--- config.mk ---
export PLATFORM = sky130hd
export DESIGN_NAME = pwm_duty_cap
export DESIGN_NICKNAME = d
export VERILOG_FILES = /design/src/rtl/pwm_duty_cap.sv
export SDC_FILE = /design/constraint.sdc
export NUM_CORES = 1
export LEC_CHECK = 0
export CORE_ASPECT_RATIO = 1.1
export CORE_MARGIN = 1.5
export CORE_UTILIZATION = 43
export DETAILED_ROUTE_END_ITERATION = 7
export GPL_ROUTABILITY_DRIVEN = 0
export PLACE_DENSITY_LB_ADDON = 0.1
export SYNTH_ARGS = -nofsm -noshare
export SYNTH_HDL_FRONTEND = slang
export SYNTH_SLANG_ARGS = --single-unit
--- constraint.sdc ---
create_clock -name clk -period 2.21 [get_ports clk]
set_input_delay 0.221 -clock clk [delete_from_list [all_inputs] [get_ports clk]]
set_output_delay 0.221 -clock clk [all_outputs]
set_load 0.01 [all_outputs]
--- src/rtl/pwm_duty_cap.sv ---
// pwm_duty_cap: watches a PWM/DIR pair from the motor driver, measures the PWM
// high time per frame and rebuilds the signed 12-bit duty word.
// Optional build macro PWM_SYNC_EN: adds a 2-flop synchronizer on PWM and DIR.
module pwm_duty_cap #(
    parameter int unsigned PERIOD = 2048,
    parameter int unsigned CNT_W  = 12
) (
    input  logic        clk,
    input  logic        rst_n,
    input  logic        PWM,
    input  logic        DIR,
    output logic [11:0] duty,
    output logic        vld,
    output logic        sat,
    output logic        per_err
);

    localparam int unsigned MagW = 11;

    localparam logic [CNT_W-1:0] PeriodC  = CNT_W'(PERIOD);
    localparam logic [CNT_W-1:0] PeriodM1 = CNT_W'(PERIOD - 1);
    localparam logic [CNT_W-1:0] CntMax   = '1;

    localparam logic [1:0] StIdle  = 2'd0;
    localparam logic [1:0] StHigh  = 2'd1;
    localparam logic [1:0] StLow   = 2'd2;
    localparam logic [1:0] StStuck = 2'd3;

    logic pwm_s;
    logic dir_s;
    logic pwm_q;
    logic rise;
    logic fall;

`ifdef PWM_SYNC_EN
    logic [1:0] pwm_sync_q;
    logic [1:0] dir_sync_q;

    // Two-flop synchronizers for an asynchronous PWM/DIR source.
    always_ff @(posedge clk or negedge rst_n) begin
        if (!rst_n) begin
            pwm_sync_q <= 2'b00;
            dir_sync_q <= 2'b00;
        end else begin
            pwm_sync_q <= {pwm_sync_q[0], PWM};
            dir_sync_q <= {dir_sync_q[0], DIR};
        end
    end

    assign pwm_s = pwm_sync_q[1];
    assign dir_s = dir_sync_q[1];
`else
    assign pwm_s = PWM;
    assign dir_s = DIR;
`endif

    // One-cycle delayed PWM for edge detection.
    always_ff @(posedge clk or negedge rst_n) begin
        if (!rst_n) begin
            pwm_q <= 1'b0;
        end else begin
            pwm_q <= pwm_s;
        end
    end

    assign rise = pwm_s & ~pwm_q;
    assign fall = ~pwm_s & pwm_q;

    logic [1:0]       state_q, state_d;
    logic [CNT_W-1:0] high_cnt_q, high_cnt_d;
    logic [CNT_W-1:0] low_cnt_q, low_cnt_d;
    logic [CNT_W-1:0] per_cnt_q, per_cnt_d;
    logic             per_vld_q, per_vld_d;
    logic             emit;
    logic             emit_sat;
    logic [MagW-1:0]  emit_mag;
    logic             per_err_d;
    logic [11:0]      duty_q, duty_d;
    logic             vld_q;
    logic             sat_q;
    logic             per_err_q;

    // Frame measurement FSM: decides when to emit and what magnitude to report.
    always_comb begin
        state_d    = state_q;
        high_cnt_d = high_cnt_q;
        low_cnt_d  = low_cnt_q;
        per_cnt_d  = per_cnt_q;
        per_vld_d  = per_vld_q;
        emit       = 1'b0;
        emit_sat   = 1'b0;
        emit_mag   = '0;
        per_err_d  = 1'b0;

        case (state_q)
            StIdle: begin
                if (rise) begin
                    // First rise after idle: start a frame, nothing to compare against.
                    state_d    = StHigh;
                    high_cnt_d = CNT_W'(1);
                    per_cnt_d  = CNT_W'(1);
                    per_vld_d  = 1'b1;
                    low_cnt_d  = '0;
                end else if (low_cnt_q == PeriodM1) begin
                    emit      = 1'b1;
                    low_cnt_d = '0;
                end else begin
                    low_cnt_d = low_cnt_q + 1'b1;
                end
            end
            StHigh: begin
                // Period counter runs through the falling-edge cycle too.
                per_cnt_d = (per_cnt_q == CntMax) ? per_cnt_q : per_cnt_q + 1'b1;
                if (fall) begin
                    emit      = 1'b1;
                    emit_mag  = high_cnt_q[MagW-1:0];
                    low_cnt_d = '0;
                    state_d   = StLow;
                end else if (high_cnt_q == PeriodM1) begin
                    // This cycle completes a full PERIOD high: PWM is stuck.
                    emit       = 1'b1;
                    emit_sat   = 1'b1;
                    emit_mag   = '1;
                    high_cnt_d = '0;
                    per_vld_d  = 1'b0;
                    state_d    = StStuck;
                end else begin
                    high_cnt_d = high_cnt_q + 1'b1;
                end
            end
            StStuck: begin
                if (fall) begin
                    low_cnt_d = '0;
                    state_d   = StLow;
                end else if (high_cnt_q == PeriodM1) begin
                    emit       = 1'b1;
                    emit_sat   = 1'b1;
                    emit_mag   = '1;
                    high_cnt_d = '0;
                end else begin
                    high_cnt_d = high_cnt_q + 1'b1;
                end
            end
            StLow: begin
                if (rise) begin
                    if (per_vld_q && (per_cnt_q != PeriodC)) begin
                        per_err_d = 1'b1;
                    end
                    per_cnt_d  = CNT_W'(1);
                    high_cnt_d = CNT_W'(1);
                    per_vld_d  = 1'b1;
                    state_d    = StHigh;
                end else if (low_cnt_q == PeriodM1) begin
                    // No rise for a whole frame: duty 0, drop back to idle.
                    emit      = 1'b1;
                    low_cnt_d = '0;
                    per_vld_d = 1'b0;
                    state_d   = StIdle;
                end else begin
                    low_cnt_d = low_cnt_q + 1'b1;
                    per_cnt_d = (per_cnt_q == CntMax) ? per_cnt_q : per_cnt_q + 1'b1;
                end
            end
            default: begin
                state_d = StIdle;
            end
        endcase
    end

    // Signed duty from magnitude; negative direction uses the one's complement form.
    always_comb begin
        duty_d = duty_q;
        if (emit) begin
            duty_d = dir_s ? {1'b1, ~emit_mag} : {1'b0, emit_mag};
        end
    end

    // FSM state, counters and registered outputs.
    always_ff @(posedge clk or negedge rst_n) begin
        if (!rst_n) begin
            state_q    <= StIdle;
            high_cnt_q <= '0;
            low_cnt_q  <= '0;
            per_cnt_q  <= '0;
            per_vld_q  <= 1'b0;
            duty_q     <= 12'h000;
            vld_q      <= 1'b0;
            sat_q      <= 1'b0;
            per_err_q  <= 1'b0;
        end else begin
            state_q    <= state_d;
            high_cnt_q <= high_cnt_d;
            low_cnt_q  <= low_cnt_d;
            per_cnt_q  <= per_cnt_d;
            per_vld_q  <= per_vld_d;
            duty_q     <= duty_d;
            vld_q      <= emit;
            sat_q      <= emit_sat;
            per_err_q  <= per_err_d;
        end
    end

    assign duty    = duty_q;
    assign vld     = vld_q;
    assign sat     = sat_q;
    assign per_err = per_err_q;

endmodule

**Run 1: cell placement**

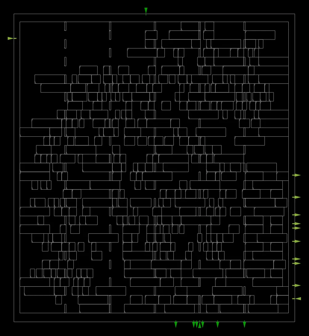
sequential cell count of the final layout: 55
core occupancy in the finished layout: 52.7%
filler cell count: 686
number of rows in the core area: 33

**Run 1: sequential cells coloured by netlist name**

Drawn at 4 px/um. Other sequential cells in the stronger grey, the rest of the logic in the fainter grey.
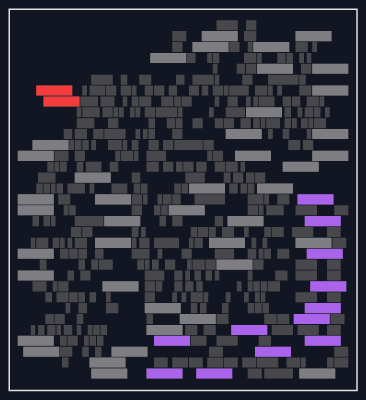
| colour | signal | flops |
|---|---|---|
| purple | duty | 12 |
| red | state_q | 2 |
not coloured: 41

==> notes.md, run 1 <==
Final layout
• **Layout Area Growth over Synthesis** 18.6%

Timing
• **total negative slack** 0 ps
• **maximum achievable frequency** 0.466 GHz
• **total count of hold-check failures in the final report** 0
• **actual transition at the worst max-transition pin** 628 ps
• **minimum setup slack in the final design** 65.3 ps

Floorplan
• **area of the core** 7430 um^2
• **floorplan-stage core utilization** 44.5%
• **height of the die** 94.9 um

Worst setup path
• **Crit Path Category** reg -> reg

Yosys
• **cell area after technology mapping** 3300 um^2
• **post-synthesis async set-or-reset flop share** 100%
• **mean post-synth cell area** 9.36 um^2
• **Top cells by area** sky130_fd_sc_hd__dfrtp_1 (42%), sky130_fd_sc_hd__o21ai_0 (5.6%), sky130_fd_sc_hd__nand2_1 (4.5%)

Clocking
• **Clock Latency Late Sink** 310 ps
• **clock tree from TritonCTS** yes

Status
• **outcome** finished clean

Drt
• **Detailed Routing Iterations Pass 1** 4

GRT
• **global-route wire length before repair** 12,600 um
• **pin count of the biggest net entering global routing** 30
• **number of antenna violations at the first check in global routing** 0

Pwr
• **total design power** 4.28 mW

**Run 1: metal 3**

Drawn at 3 px/um.
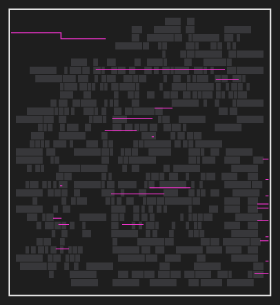
main direction: horizontal
longest straight run: 42.8 um

-- run 1: routing by layer --
metal	global-route usage (%)	up-vias	part of all wire [%]
met3	3.23	9	2.5
met2	33.5	33	50
li1	-	1377	-
met5	0	-	0
met1	24.8	1334	47
met4	5.11	0	1.1
-- run 1: repair_timing --
item | 4_1_cts | 5_1_grt
hold buffers | 1 | 0
setup buffers | 0 | 4
setup endpoints to repair | 0 | 9
endpoints found under the hold margin | 26 | 0
resized | 0 | 5
-- run 1: registers in the layout, summed over array words and instances, names as in the netlist --
register and flops:
state_q 2, per_cnt_q 12, pwm_q 1, high_cnt_q 12
vld 1, low_cnt_q 12, per_err 1, sat 1
per_vld_q 1, duty 12
-- run 1: kinds of logic (layout without fill, tap and decap cells) --
kind of cell / after synthesis / count (layout) / share of synthesized area (%)
AOI/OAI and AO/OA: 96 / 96 / 18.5
xor gates and xnor gates: 18 / 18 / 4.77
adders and majority gates: 8 / 8 / 3.03
buffers and inverters: 28 / 76 / 4.39
DFF: 55 / 55 / 41.7
muxes: 17 / 17 / 6.74
and+or+nand+nor: 131 / 131 / 20.9
-- run 1: cell type report --
type | instances | area, um^2
fill | 686 | 3510
multi-input combinational | 270 | 1800
sequential | 55 | 1380
timing repair buffer | 55 | 493
tap | 87 | 109
clock buffer | 7 | 86.3
inverter | 13 | 48.8
clock inverter | 1 | 8.76
-- run 1: how the worst min path moves through the flow --
stage / endpoint / cells after the start / slack, ps / startpoint
2_1_floorplan: duty[0] / 0 / -70 / rst_n
3_3_place_gp: vld / 1 / 280 / rst_n
4_1_cts: vld / 2 / 470 / rst_n
6_report: vld / 2 / 460 / rst_n
5_1_grt: high_cnt_q[11] / 1 / 500 / high_cnt_q[11]
3_5_place_dp: vld / 1 / 270 / rst_n
==> run 2: changes to the inputs <==
--- a/config.mk
+++ b/config.mk
@@ -5,9 +5,11 @@
 export SDC_FILE = /design/constraint.sdc
 export NUM_CORES = 1
 export LEC_CHECK = 0
+export CELL_PAD_IN_SITES_DETAIL_PLACEMENT = 1
+export CELL_PAD_IN_SITES_GLOBAL_PLACEMENT = 1
 export CORE_ASPECT_RATIO = 1.1
 export CORE_MARGIN = 1.5
-export CORE_UTILIZATION = 43
+export CORE_UTILIZATION = 42
 export DETAILED_ROUTE_END_ITERATION = 7
 export GPL_ROUTABILITY_DRIVEN = 0
 export PLACE_DENSITY_LB_ADDON = 0.1
**Run 2: sequential cells coloured by netlist name**

Drawn at 4 px/um. Other sequential cells in the stronger grey, the rest of the logic in the fainter grey.
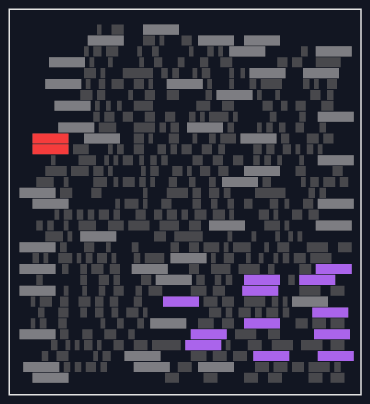
| colour | signal | flops |
|---|---|---|
| red | state_q | 2 |
| purple | duty | 12 |
not coloured: 41

**Run 2: drive-strength map**

Drawn at 4 px/um.
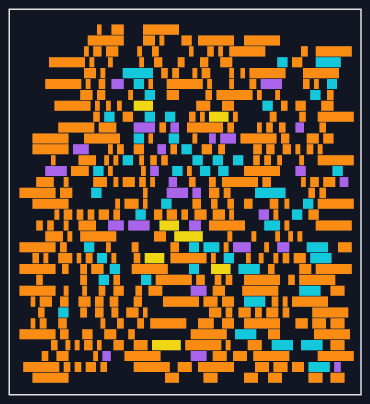
| colour | size | cells |
|---|---|---|
| orange | _0 and _1 cells | 318 |
| purple | _2 cells | 26 |
| yellow | _6 and larger | 7 |
| cyan | _3 and _4 cells | 49 |
count of buffers not belonging to the clock network in the layout: 54
minimum setup slack in the final design: 115 ps
Layout Area Growth over Synthesis: 18.7%
final design area excluding fillers: 3920 um^2

==> run 2 against run 1 <==
Core utilization decreased by 0.81 points; worst hold slack got worse by 3.7 ps; synthesized cell count unchanged; critical path depth unchanged; clock power decreased by 2%; final cell count is 3.5% higher; global-route usage grew 1.8 points; register-to-register slack better by 50 ps; sequential share of layout area about the same; area after synthesis did not move; combinational power is 3% higher; clock-buffer cell count down 2.
==> notes.md, run 2 <==
Final layout
• **sequential cell count of the final layout** 55
• **Inverters** 13
• **footprint of the flip-flops and latches** 1380 um^2
• **layout buffering overhead excluding clock cells** 12.1%
• **proportion of cell area spent on the clock network** 2.27%
• **largest contributor to cell area by class** multi-input combinational cells
• **area of the multi-input gates** 1800 um^2
• **sequential cell area share** 35.1%
• **filler cell count** 882
• **count of multi-input combinational gates** 270
• **combinational share of cell area** 46.0%

Timing
• **maximum achievable frequency** 0.477 GHz
• **actual transition at the worst max-transition pin** 676 ps
• **headroom to the max-slew limit** 54.9%
• **total negative slack** 0 ps

Pwr
• **total design power** 4.33 mW

GRT
• **pin count of the biggest net entering global routing** 31
• **global-route wire length before repair** 13,900 um

Floorplan
• **number of rows in the core area** 33
• **height of the die** 96.0 um
• **number of tap cells added at floorplan** 105
• **area of the core** 7560 um^2
• **floorplan-stage core utilization** 43.7%

Yosys
• **post-synthesis async set-or-reset flop share** 100%
• **cell area after technology mapping** 3300 um^2
• **Top cells by area** sky130_fd_sc_hd__dfrtp_1 (42%), sky130_fd_sc_hd__o21ai_0 (5.6%), sky130_fd_sc_hd__nand2_1 (4.5%)

Clocking
• **Clock Latency Late Sink** 320 ps
• **clock tree from TritonCTS** yes

Drt
• **Detailed Routing Iterations Pass 1** 4

Status
• **outcome** finished clean

Worst setup path
• **Crit Path Category** reg -> reg

## run 2: cell counts after synthesis
No cell type changed its count.
## run 2: worst max path at each step
| stage | depth (start not counted) | endpoint | slack, ps |
|---|---|---|---|
| after global placement | 7 | duty[1] | 50 |
| after global routing | 7 | low_cnt_q[9] | 7 |
| after detailed placement | 7 | duty[3] | 20 |
| after CTS | 6 | per_vld_q | 20 |
| final | 7 | per_vld_q | 120 |
| after floorplan | 7 | duty[10] | 120 |
## run 2: worst max-delay path, delay by kind of cell (launching register included)
family	cells	cell delay, ps
compound gates	2	360
mux	1	370
flops	1	400
fa+ha+maj	1	210
buf+inv	1	190
simple gates	2	450
## run 2: layer usage
metal,track usage [%],wire (um),vias to the layer above
li1,-,-,1368
met1,27.3,3920,1385
met2,37.2,4110,25
met3,3.09,154,6
met4,5.03,76,0
met5,0,0,-
## run 2: cell families after synthesis
family	count (synthesis)	share of synthesized area [%]
xor gates and xnor gates	18	4.77
and+or+nand+nor	131	20.9
adders and majority gates	8	3.03
muxes	17	6.74
DFF	55	41.7
buffers and inverters	28	4.39
AOI/OAI and AO/OA	96	18.5
## run 2: power breakdown
part | switching (mW) | leakage (nW) | total [mW] | internal, mW
clock | 0.353 | 0.0402 | 0.575 | 0.222
sequential | 0.163 | 0.723 | 1.40 | 1.23
combinational | 1.23 | 0.904 | 2.36 | 1.13
total | 1.74 | 1.67 | 4.33 | 2.59
## run 2: what timing repair did
| action | CTS | global route |
|---|---|---|
| setup endpoints to repair | 1 | 17 |
| setup buffers | 0 | 0 |
| pin swaps | 0 | 2 |
| resized | 1 | 14 |
| hold buffers | 1 | 0 |
| hold endpoints to repair | 25 | 0 |
==> run 3: changes to the inputs <==
--- a/config.mk
+++ b/config.mk
@@ -10,6 +10,7 @@
 export CORE_ASPECT_RATIO = 1.1
 export CORE_MARGIN = 1.5
 export CORE_UTILIZATION = 42
+export CTS_CLUSTER_SIZE = 28
 export DETAILED_ROUTE_END_ITERATION = 7
 export GPL_ROUTABILITY_DRIVEN = 0
 export PLACE_DENSITY_LB_ADDON = 0.1
**Run 3: drive-strength map**

Drawn at 4 px/um.
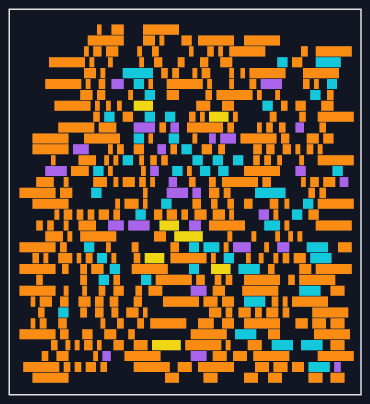
| colour | size | cells |
|---|---|---|
| cyan | _3 and _4 cells | 49 |
| purple | _2 cells | 26 |
| orange | _0 and _1 cells | 318 |
| yellow | _6 and larger | 7 |

**Run 3: cells coloured by class**

Drawn at 4 px/um.
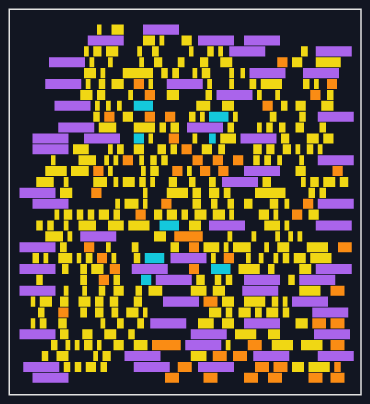
| colour | class | cells |
|---|---|---|
| orange | remaining buffers and delay cells | 54 |
| yellow | combinational and other logic | 283 |
| purple | sequential cells | 55 |
| cyan | clock drivers and dummy loads | 8 |

==> run 3 against run 2 <==
Worst hold slack is the same; final cell count is the same; total power is the same; via count is the same; area after synthesis is the same; clock-buffer cell count is the same; sequential share of layout area is the same; register-to-register slack is essentially flat.
==> notes.md, run 3 <==
Final layout
• **final design area excluding fillers** 3920 um^2
• **Layout Area Growth over Synthesis** 18.7%
• **footprint of the flip-flops and latches** 1380 um^2
• **area of the multi-input gates** 1800 um^2
• **most common logic cell in the routed design** sky130_fd_sc_hd__dfrtp_1
• **filler cell count** 882
• **Cell Count, Final, Fillers Out** 505

Timing
• **headroom to the max-slew limit** 54.9%
• **post-layout min period** 2090 ps
• **total count of hold-check failures in the final report** 0
• **actual transition at the worst max-transition pin** 676 ps
• **minimum setup slack in the final design** 115 ps
• **cycle use final** 94.8%
• **total negative slack** 0 ps
• **maximum achievable frequency** 0.477 GHz

Worst hold path
• **Worst Hold Class** in -> async

GRT
• **global-route wire length before repair** 13,900 um
• **pin count of the biggest net entering global routing** 31
• **residual overflow from global routing** 0
• **number of antenna violations at the first check in global routing** 0

Yosys
• **Top cells by area** sky130_fd_sc_hd__dfrtp_1 (42%), sky130_fd_sc_hd__o21ai_0 (5.6%), sky130_fd_sc_hd__nand2_1 (4.5%)
• **mean post-synth cell area** 9.36 um^2
• **post-synthesis async set-or-reset flop share** 100%
• **share of synthesized area occupied by flip-flops and latches** 41.7%
• **leading cell type by number of instances after synthesis** sky130_fd_sc_hd__dfrtp_1
• **number of instances in the synthesized netlist** 353
• **Post-synth regs** 55
• **cell area after technology mapping** 3300 um^2
• **area share, top type** 41.7%

Drt
• **routed wire length** 8260 um
• **Detailed Routing Iterations Pass 1** 4
• **post-detailed-route count of antenna-violating nets** 0

Worst setup path
• **Crit Path Category** reg -> reg
• **critical path capture point** per_vld_q
• **depth of the most critical reg-to-reg path** 7

Clocking
• **Post-CTS Setup Bufs** 0
• **CTS Hold Buffers Added** 1
• **post-cts repair resize count** 1
• **clock tree from TritonCTS** yes
• **H-tree levels** 2
• **Clock Latency Late Sink** 320 ps

Floorplan
• **height of the die** 96.0 um
• **number of rows in the core area** 33
• **area of the core** 7560 um^2
• **floorplan-stage core utilization** 43.7%

Status
• **outcome** finished clean

Run
• **number of maximum-capacitance constraint violations** 0

Placed design
• **DP Area** 3800 um^2

Pwr
• **total design power** 4.33 mW
• **maximum vdd ir drop** 515 uV

[run 3: cell counts in the layout (fill, tap and decap cells not counted)]
No cell type changed its count.
[run 3: power by group]
group          leakage, nW  internal (mW)  switching (mW)  total [mW]
Combinational        0.904           1.13            1.23        2.36
Sequential           0.723           1.23           0.163        1.40
Clock               0.0402          0.222           0.353       0.575
Total                 1.67           2.59            1.74        4.33
[run 3: final cells by class]
class                      count  area share (%)
sequential                    55            35.1
clock buffer                   5            1.75
inverter                      13            1.24
clock inverter                 3           0.511
multi-input combinational    270            46.0
timing repair buffer          54            12.1
tap                          105            3.35
[run 3: cells by family after synthesis]
family                   share of synthesized area (%)
AND/OR/NAND/NOR                                   20.9
AND-OR/OR-AND                                     18.5
flip-flops                                        41.7
buffers and inverters                             4.39
XOR/XNOR                                          4.77
multiplexers                                      6.74
adder cells (fa/ha/maj)                           3.03
[run 3: routing by layer]
| metal | global-route usage (%) | up-vias | share of wire, % |
|---|---|---|---|
| met5 | 0 | - | 0 |
| met4 | 5.03 | 0 | 0.92 |
| met3 | 3.09 | 6 | 1.9 |
| met2 | 37.2 | 25 | 50 |
| met1 | 27.3 | 1385 | 47 |
| li1 | - | 1368 | - |
[run 3: through the flow]
step	hold WS, ps	util (%)
3_5_place_dp	292	50.3
4_1_cts	481	51.7
6_report	456	51.9
3_3_place_gp	280	50.3
5_1_grt	510	51.9
2_1_floorplan	-74.6	-
[run 3: critical path, stage by stage (launching register included)]
cell	delay, ps
sky130_fd_sc_hd__dfrtp_1	400
sky130_fd_sc_hd__ha_1	210
sky130_fd_sc_hd__or2b_2	330
sky130_fd_sc_hd__nor4_4	120
sky130_fd_sc_hd__buf_4	190
sky130_fd_sc_hd__o21ai_0	80
sky130_fd_sc_hd__a221oi_1	280
sky130_fd_sc_hd__mux2_2	370
Power is estimated from default activity; no workload was simulated.
